==> config.mk <==
export PLATFORM = sky130hd
export DESIGN_NAME = csi_frame_writer
export DESIGN_NICKNAME = d
export VERILOG_FILES = /design/src/rtl/csi_pkg.sv /design/src/rtl/pixel_packer_4x8.sv /design/src/rtl/csi_frame_writer.sv
export SDC_FILE = /design/constraint.sdc
export NUM_CORES = 1
export LEC_CHECK = 0
export CAP_MARGIN = 20
export CORE_MARGIN = 8
export CORE_UTILIZATION = 50
export DETAILED_ROUTE_END_ITERATION = 6
export PLACE_DENSITY = 0.76
export SYNTH_ARGS = -nofsm -noshare
export SYNTH_HDL_FRONTEND = slang
export SYNTH_SLANG_ARGS = --single-unit
==> constraint.sdc <==
create_clock -name sys_clk -period 2 [get_ports sys_clk]
set_input_delay 0.3 -clock sys_clk [delete_from_list [all_inputs] [get_ports sys_clk]]
set_output_delay 0.3 -clock sys_clk [all_outputs]
set_load 0.05 [all_outputs]
**Run 1: routed metal, one colour a layer**

Scale: 3 px per µm. Only two layers are drawn.
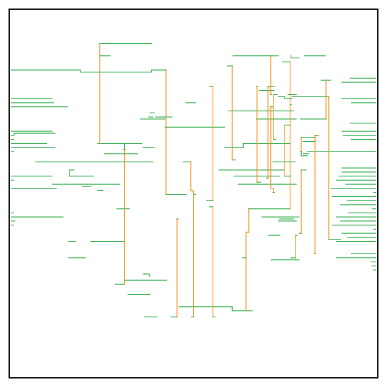
legend:
  met4:
    colour: orange
    wire_length: 665 µm
  met3:
    colour: green
    wire_length: 1070 µm
gr usage total: 0.2106
routed vias: 5264
total wire length: 17.03 mm

**Run 1: congestion heat map**

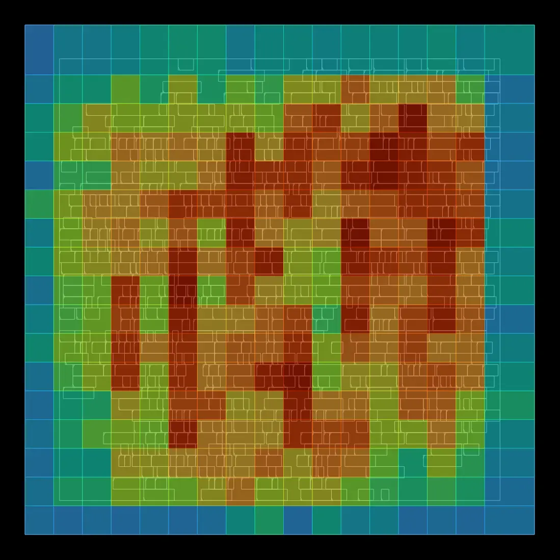
global route hottest layer: met2
routed len/inst: 19.05 µm
met1 Track Usage GR: 0.2512
GR Util met3: 0.05704
met2 usage: 0.3509

**Run 1: close-up of the layout**

Window x 46 to 76, y 71 to 101 µm. Cells in grey, sequential cells in the stronger grey; small squares are vias.
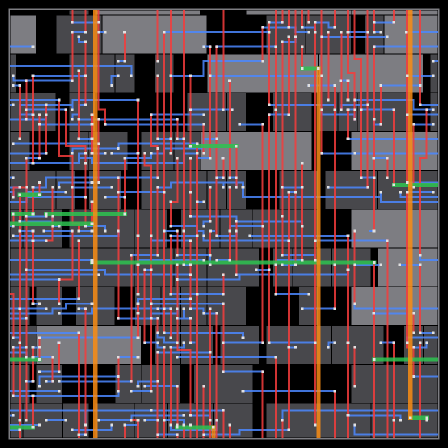
legend:
  met4:
    colour: orange
  met1:
    colour: blue
  met3:
    colour: green
  met2:
    colour: red
most frequent: buf_4 (13), nor2_1 (10), dfxtp_1 (8)
sequential cells in the window: 10
cells with their middle in the window: 82

==> results.tsv, run 1 <==
stage	metric	value	unit
clocking	h-tree-depth	4	
clocking	cts_buffers	17	
synth	avgSynthCellArea	9.334	µm²
synth	syn_inst	606	
timing	max_slew_margin	0.5612	
synth	synth_chip_area	0.005657	mm²
final_layout	nNonClkBuffers	151	
grt	grt_pass1_wl	24.95	mm
final_layout	antenna_cells	0	
drt	drt.antenna.violating_nets	0	
critical_path	crit_fanout	8	
power	powerClk	3.04	mW
final_layout	nNonClkInverters	8	
grt	antenna_found_initial	0	
clocking	post_cts_buffers	2	
critical_path	critPathArrivalTime	2.31	ns
synth	flop_cell	dfxtp_1	
grt	first_global_vias	5017	
placed_design	dpl.cell_count	849	
critical_path	cpPeakStageDelay	0.34	ns
min_path	worst_hold_path_type	input pin to register	
placed_design	pre_cts_ws	-0.2660	ns
status	status	finished clean	
==> run 2, diff against run 1 <==
--- a/config.mk
+++ b/config.mk
@@ -6,9 +6,9 @@
 export NUM_CORES = 1
 export LEC_CHECK = 0
 export CAP_MARGIN = 20
-export CORE_MARGIN = 8
 export CORE_UTILIZATION = 50
 export DETAILED_ROUTE_END_ITERATION = 6
+export GPL_TIMING_DRIVEN = 0
 export PLACE_DENSITY = 0.76
 export SYNTH_ARGS = -nofsm -noshare
 export SYNTH_HDL_FRONTEND = slang
==> run 2 against run 1 <==
Effect of this change: the run now ends with setup timing left; die size down 22%; clock power rose by 2%; design area up 1.2%; critical path depth increased by 1; core utilization up 2.7 points; cell count decreased by 1.2%; via count rose by 1.8%; largest power group unchanged; highest routed layer unchanged.
==> results.tsv, run 2 <==
stage	metric	value	unit
grt	first_global_vias	5064	
critical_path	critPathArrivalTime	2.36	ns
synth	syn_inst	606	
grt	met1_usage	0.3392	
drt	drt.antenna.violating_nets	0	
min_path	worst_hold_path_type	input pin to register	
grt	use_met3	0.06329	
synth	flop_cell	dfxtp_1	
critical_path	crit_fanout	8	
status	status	complete, but fails checks	
critical_path	cpPeakStageDelay	0.34	ns
timing	setup_ws	-0.03964	ns
synth	synth-edff-count	0	
timing	setup_viol	7	
timing	max_slew_margin	0.3752	
placed_design	pre_cts_ws	-0.6482	ns
power	powerClk	3.11	mW
placed_design	dpl.cell_count	814	
synth	synth_chip_area	0.005657	mm²
clocking	cts_buffers	17	
grt	antenna_found_initial	0	
final_layout	nNonClkInverters	8	
status	violations	setup timing	
clocking	post_cts_buffers	22	
grt	grt_pass1_wl	25.19	mm
synth	avgSynthCellArea	9.334	µm²
**Run 2: routed metal, one colour a layer**

Scale: 3 px per µm. Only two layers are drawn.
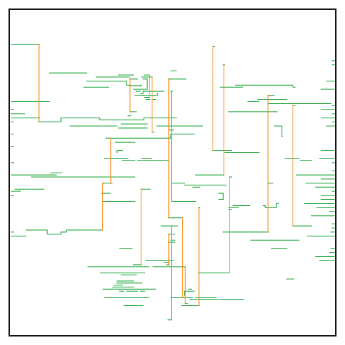
legend:
  met3:
    colour: green
    wire_length: 984 µm
  met4:
    colour: orange
    wire_length: 503 µm
routed len/inst: 19.46 µm
gr usage total: 0.2802
routed vias: 5358
total wire length: 17.19 mm

==> run 3, diff against run 2 <==
--- a/config.mk
+++ b/config.mk
@@ -5,11 +5,11 @@
 export SDC_FILE = /design/constraint.sdc
 export NUM_CORES = 1
 export LEC_CHECK = 0
-export CAP_MARGIN = 20
 export CORE_UTILIZATION = 50
 export DETAILED_ROUTE_END_ITERATION = 6
 export GPL_TIMING_DRIVEN = 0
 export PLACE_DENSITY = 0.76
+export SLEW_MARGIN = 20
 export SYNTH_ARGS = -nofsm -noshare
 export SYNTH_HDL_FRONTEND = slang
 export SYNTH_SLANG_ARGS = --single-unit
==> run 3 against run 2 <==
Effect of this change: design area is the same; clock-buffer cell count is the same; clock power is essentially flat; sequential power is essentially flat; the run still ends with setup timing left; via count is the same; area after synthesis is the same; sequential share of layout area is the same.
==> results.tsv, run 3 <==
stage	metric	value	unit
synth	synth_chip_area	0.005657	mm²
drt	drt.antenna.violating_nets	0	
placed_design	dpl.cell_count	814	
drt	wl_per_cell	19.46	µm
grt	track_usage	0.2802	
clocking	h-tree-depth	4	
grt	grt_pass1_wl	25.19	mm
status	violations	setup timing	
placed_design	pre_cts_ws	-0.6482	ns
status	status	complete, but fails checks	
grt	top_usage_layer	met2	
timing	max_slew_margin	0.3752	
synth	avgSynthCellArea	9.334	µm²
clocking	post_cts_buffers	22	
drt	vias	5358	
grt	first_global_vias	5064	
timing	setup_ws	-0.03964	ns
final_layout	antenna_cells	0	
synth	flop_cell	dfxtp_1	
synth	syn_inst	606	
critical_path	critPathArrivalTime	2.36	ns
timing	setup_viol	7	
grt	antenna_found_initial	0	
**Run 3: congestion heat map**

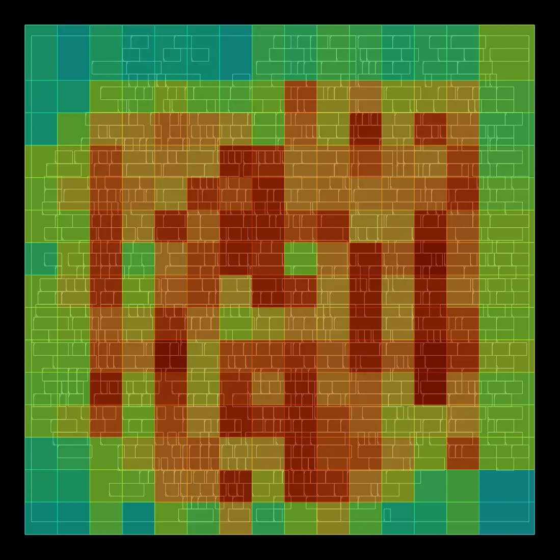
GR Util met3: 0.06329
met1 Track Usage GR: 0.3392
Final Core Density: 0.7302
met2 usage: 0.4827

Power figures rest on the tool's default switching activity, not on a simulated workload.
